==> src/rtl/mem_pkg.sv <==
// Shared types and defaults for the MEM-stage access unit and MEM/WB register.
package mem_pkg;

    localparam int unsigned DATA_W_DEF = 32;
    localparam int unsigned REG_W_DEF  = 5;

    typedef enum logic {
        MEM_IDLE = 1'b0,
        MEM_WAIT = 1'b1
    } mem_state_e;

    typedef struct packed {
        logic memToReg;
        logic regWrite;
    } wb_ctrl_t;

    localparam wb_ctrl_t WB_BUBBLE = '{memToReg: 1'b0, regWrite: 1'b0};

endpackage

==> src/rtl/mem_wb_reg.sv <==
// MEM/WB pipeline register; bubble clears controls, destination and data.
module mem_wb_reg
    import mem_pkg::*;
#(
    parameter int unsigned DATA_W = DATA_W_DEF,
    parameter int unsigned REG_W  = REG_W_DEF
) (
    input  logic              clk,
    input  logic              rst_n,
    input  logic              loadEn,
    input  logic              bubble,
    input  logic [DATA_W-1:0] readDataIn,
    input  logic [DATA_W-1:0] aluResultIn,
    input  wb_ctrl_t          ctrlIn,
    input  logic [REG_W-1:0]  rdIn,
    output logic [DATA_W-1:0] readDataOut,
    output logic [DATA_W-1:0] aluResultOut,
    output wb_ctrl_t          ctrlOut,
    output logic [REG_W-1:0]  rdOut
);

    always_ff @(posedge clk or negedge rst_n) begin
        if (!rst_n) begin
            readDataOut  <= '0;
            aluResultOut <= '0;
            ctrlOut      <= WB_BUBBLE;
            rdOut        <= '0;
        end else if (loadEn) begin
            if (bubble) begin
                readDataOut  <= '0;
                aluResultOut <= '0;
                ctrlOut      <= WB_BUBBLE;
                rdOut        <= '0;
            end else begin
                readDataOut  <= readDataIn;
                aluResultOut <= aluResultIn;
                ctrlOut      <= ctrlIn;
                rdOut        <= rdIn;
            end
        end
    end

endmodule

==> src/rtl/mem_access_unit.sv <==
// MEM-stage data-memory access unit with single-outstanding req/ack bus.
// Optional wait-state abort is enabled by defining MEM_TIMEOUT_EN.
module mem_access_unit
    import mem_pkg::*;
#(
    parameter int unsigned DATA_W         = DATA_W_DEF,
    parameter int unsigned REG_W          = REG_W_DEF,
    parameter int unsigned TIMEOUT_CYCLES = 16
) (
    input  logic              clk,
    input  logic              rst_n,
    input  logic              MemWrite_in,
    input  logic              MemRead_in,
    input  logic              MemToReg_in,
    input  logic              RegWrite_in,
    input  logic [DATA_W-1:0] AluResult_in,
    input  logic [DATA_W-1:0] WriteData_in,
    input  logic [REG_W-1:0]  Rd_in,
    output logic              mem_req,
    output logic              mem_we,
    output logic [DATA_W-1:0] mem_addr,
    output logic [DATA_W-1:0] mem_wdata,
    input  logic [DATA_W-1:0] mem_rdata,
    input  logic              mem_ack,
    output logic              stall_out,
    output logic [DATA_W-1:0] ReadData_out,
    output logic [DATA_W-1:0] AluResult_out,
    output logic              MemToReg_out,
    output logic              RegWrite_out,
    output logic [REG_W-1:0]  Rd_out,
    output logic              misalign_out,
    output logic              timeout_err_out
);

    mem_state_e        state, stateNext;
    logic              reqNext, weNext, misalignNext, stallNext;
    logic [DATA_W-1:0] addrNext, wdataNext;
    wb_ctrl_t          latCtrl, latCtrlNext;
    logic [REG_W-1:0]  latRd, latRdNext;

    logic              wbBubble;
    logic [DATA_W-1:0] wbReadData, wbAluResult;
    wb_ctrl_t          wbCtrl, wbCtrlQ;
    logic [REG_W-1:0]  wbRd;

    logic acc, aligned;
    assign acc     = MemRead_in | MemWrite_in;
    assign aligned = (AluResult_in[1:0] == 2'b00);

`ifdef MEM_TIMEOUT_EN
    logic [7:0] waitCnt, waitCntNext;
    logic       timeoutNext;
`else
    logic unusedTimeoutCfg;
    assign unusedTimeoutCfg = ^32'(TIMEOUT_CYCLES);
    assign timeout_err_out  = 1'b0;
`endif

    // Next-state, bus request and MEM/WB source selection
    always_comb begin
        stateNext    = state;
        stallNext    = 1'b0;
        reqNext      = mem_req;
        weNext       = mem_we;
        addrNext     = mem_addr;
        wdataNext    = mem_wdata;
        latCtrlNext  = latCtrl;
        latRdNext    = latRd;
        misalignNext = 1'b0;
        wbBubble     = 1'b0;
        wbReadData   = '0;
        wbAluResult  = AluResult_in;
        wbCtrl       = '{memToReg: MemToReg_in, regWrite: RegWrite_in};
        wbRd         = Rd_in;
`ifdef MEM_TIMEOUT_EN
        waitCntNext  = waitCnt;
        timeoutNext  = 1'b0;
`endif
        unique case (state)
            MEM_IDLE: begin
                if (acc && aligned) begin
                    stallNext   = 1'b1;
                    stateNext   = MEM_WAIT;
                    reqNext     = 1'b1;
                    weNext      = MemWrite_in;
                    addrNext    = {AluResult_in[DATA_W-1:2], 2'b00};
                    wdataNext   = WriteData_in;
                    latCtrlNext = '{memToReg: MemToReg_in, regWrite: RegWrite_in};
                    latRdNext   = Rd_in;
                    wbBubble    = 1'b1;
`ifdef MEM_TIMEOUT_EN
                    waitCntNext = 8'd0;
`endif
                end else if (acc) begin
                    misalignNext    = 1'b1;
                    wbCtrl.regWrite = 1'b0;
                end
            end
            MEM_WAIT: begin
                if (mem_ack) begin
                    stateNext   = MEM_IDLE;
                    reqNext     = 1'b0;
                    wbCtrl      = latCtrl;
                    wbAluResult = mem_addr;
                    wbRd        = latRd;
                    wbReadData  = mem_we ? '0 : mem_rdata;
                end else begin
                    stallNext = 1'b1;
                    wbBubble  = 1'b1;
`ifdef MEM_TIMEOUT_EN
                    // Ack in the abort cycle takes the branch above instead
                    if (waitCnt == 8'(TIMEOUT_CYCLES - 1)) begin
                        stallNext   = 1'b0;
                        stateNext   = MEM_IDLE;
                        reqNext     = 1'b0;
                        timeoutNext = 1'b1;
                    end else begin
                        waitCntNext = waitCnt + 8'd1;
                    end
`endif
                end
            end
            default: stateNext = MEM_IDLE;
        endcase
        stall_out = stallNext & rst_n;
    end

    always_ff @(posedge clk or negedge rst_n) begin
        if (!rst_n) begin
            state        <= MEM_IDLE;
            mem_req      <= 1'b0;
            mem_we       <= 1'b0;
            mem_addr     <= '0;
            mem_wdata    <= '0;
            latCtrl      <= WB_BUBBLE;
            latRd        <= '0;
            misalign_out <= 1'b0;
        end else begin
            state        <= stateNext;
            mem_req      <= reqNext;
            mem_we       <= weNext;
            mem_addr     <= addrNext;
            mem_wdata    <= wdataNext;
            latCtrl      <= latCtrlNext;
            latRd        <= latRdNext;
            misalign_out <= misalignNext;
        end
    end

`ifdef MEM_TIMEOUT_EN
    always_ff @(posedge clk or negedge rst_n) begin
        if (!rst_n) begin
            waitCnt         <= 8'd0;
            timeout_err_out <= 1'b0;
        end else begin
            waitCnt         <= waitCntNext;
            timeout_err_out <= timeoutNext;
        end
    end
`endif

    mem_wb_reg #(.DATA_W(DATA_W), .REG_W(REG_W)) uMemWb (
        .clk          (clk),
        .rst_n        (rst_n),
        .loadEn       (1'b1),
        .bubble       (wbBubble),
        .readDataIn   (wbReadData),
        .aluResultIn  (wbAluResult),
        .ctrlIn       (wbCtrl),
        .rdIn         (wbRd),
        .readDataOut  (ReadData_out),
        .aluResultOut (AluResult_out),
        .ctrlOut      (wbCtrlQ),
        .rdOut        (Rd_out)
    );

    assign MemToReg_out = wbCtrlQ.memToReg;
    assign RegWrite_out = wbCtrlQ.regWrite;

endmodule

==> config.mk <==
export PLATFORM = sky130hd
export DESIGN_NAME = mem_access_unit
export DESIGN_NICKNAME = d
export VERILOG_FILES = /design/src/rtl/mem_pkg.sv /design/src/rtl/mem_wb_reg.sv /design/src/rtl/mem_access_unit.sv
export SDC_FILE = /design/constraint.sdc
export NUM_CORES = 1
export LEC_CHECK = 0
export CAP_MARGIN = 20
export CORE_UTILIZATION = 41
export CTS_CLUSTER_DIAMETER = 40
export DETAILED_ROUTE_END_ITERATION = 10
export PLACE_DENSITY = 0.89
export SLEW_MARGIN = 20
export SYNTH_ARGS = -nofsm -noshare
export SYNTH_HDL_FRONTEND = slang
export SYNTH_SLANG_ARGS = --single-unit
export TNS_END_PERCENT = 50
==> constraint.sdc <==
create_clock -name clk -period 1.8 [get_ports clk]
set_input_delay 0.36 -clock clk [delete_from_list [all_inputs] [get_ports clk]]
set_output_delay 0.36 -clock clk [all_outputs]
set_load 0.02 [all_outputs]
### Routing congestion

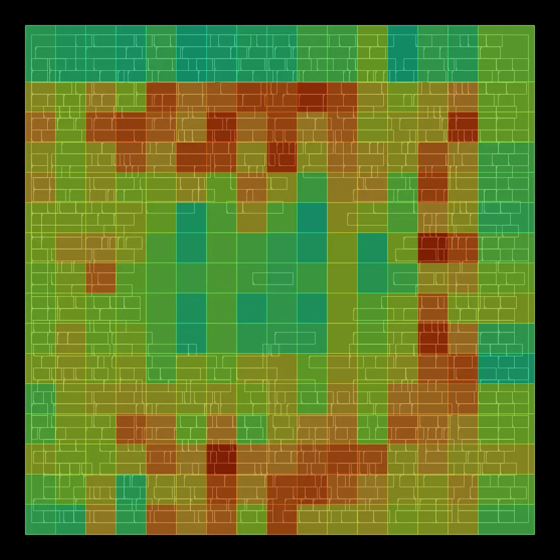
GR Util met3: 8.303%
grt peak-use layer: met2
met2 Use GR: 39.49%
Wirelength per Cell: 17.19 um
final core utilization: 69.66%

==> impl_metrics.csv <==
group,metric,value,unit
outcome,status,"finished, violations left",
outcome,violations,"setup timing",
final_timing,fmax,510.8,MHz
clocking,clock_sinks,144,
clocking,clock_latency,410,ps
synthesis,synth_warnings,0,
final_timing,finalCriticalPeriod,1958,ps
layout,lay_top_cells,"clkdlybuf4s50_1 (206), dfrtp_1 (143), nand2_1 (75), mux2_2 (61), a21oi_1 (36)",
drt,dr_wl_met2,7767,um
clocking,hold_buffers,0,
synthesis,simple_gate_area_share,10.40,%
clocking,postCtsSetupRepairBufs,2,
place,hpwl,10120,um
final_timing,fin_ws,-157.7,ps
setup_path,endpoint_kind,"output pin",
layout,drive_gt1_share,20.18,%
clocking,cts_buffer_depth,2,
synthesis,netlist_area,5364,um2
synthesis,topCellsByArea,"dfrtp_1 (67%), mux2_2 (13%), nand2_1 (5.2%), and2_1 (3.8%), a21oi_1 (3.4%)",
place,place_ws,-691.3,ps
drt,viasPerCell,4.796,
min_path,hold_path.class,"input port to async pin",
floorplan,rows,41,
synthesis,ys_top_logic_family,"multiplexers",
floorplan,die_area,13540,um2
layout,buffers_excl_clock,269,
place,portBuffers,244,
setup_path,cp_max_fo,2,
final_timing,slew_violations,0,
layout,sh_seq_area,40.84,%
final_timing,finalCritPeriodShare,108.8,%
floorplan,io_pins,248,
setup_path,cp_data_required_time,1440,ps
drt,drt_wl_total,14550,um
layout,lay_top_count,"clkdlybuf4s50_1",
final_timing,finalSetupViolations,1,
setup_path,cp-startpoint,"MemWrite_in",
pwr,vdd_drop_max,0.7236,mV
layout,logic_gates,229,
clocking,clock-root-buffer,"clkbuf_16",
clocking,htree_levels,4,
clocking,path_clk_slew,60,ps
final_timing,worst_clock_skew,5.317,ps
job,max-cap-violations,0,
layout,antenna_cells,0,
layout,finish.instance_area,8826,um2
global_routing,antenna_found_initial,0,
synthesis,ys_cells,397,
### Wiring by layer

Scale: 4 px per um.
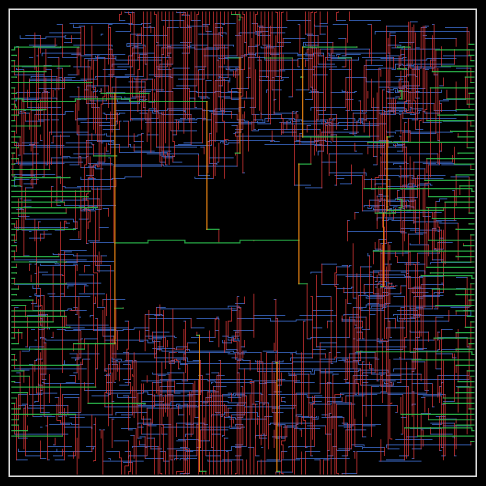
- orange: met4 (wire length 269 um)
- red: met2 (wire length 7770 um)
- blue: met1 (wire length 5300 um)
- green: met3 (wire length 1210 um)

-- critical path, delay by kind of cell --
family	cells	cell delay, ps
compound gates	1	240
buf+inv	3	770
simple gates	2	220
-- synthesized netlist by cell type (all sizes together) --
library cell	count
and2	34
buf	16
clkbuf	10
or2b	1
nor2	3
and2b	2
nor3	1
dfrtp	144
nand2	75
o41ai	1
mux2	70
nor4	1
a21oi	36
o21ai	1
a21o	1
conb	1
-- cell families after synthesis --
family | after synthesis
AOI/OAI and AO/OA | 39
buffers and inverters | 26
DFF | 144
muxes | 70
other | 1
and+or+nand+nor | 117
-- where the power goes --
group          total [mW]  switching (mW)  internal, mW
logic                2.71            1.29          1.42
clock network        3.78            1.32          2.46
registers            4.05           0.290          3.76
total                10.5            2.90          7.64
No activity file was given, so power comes from the tool's default toggle rates.
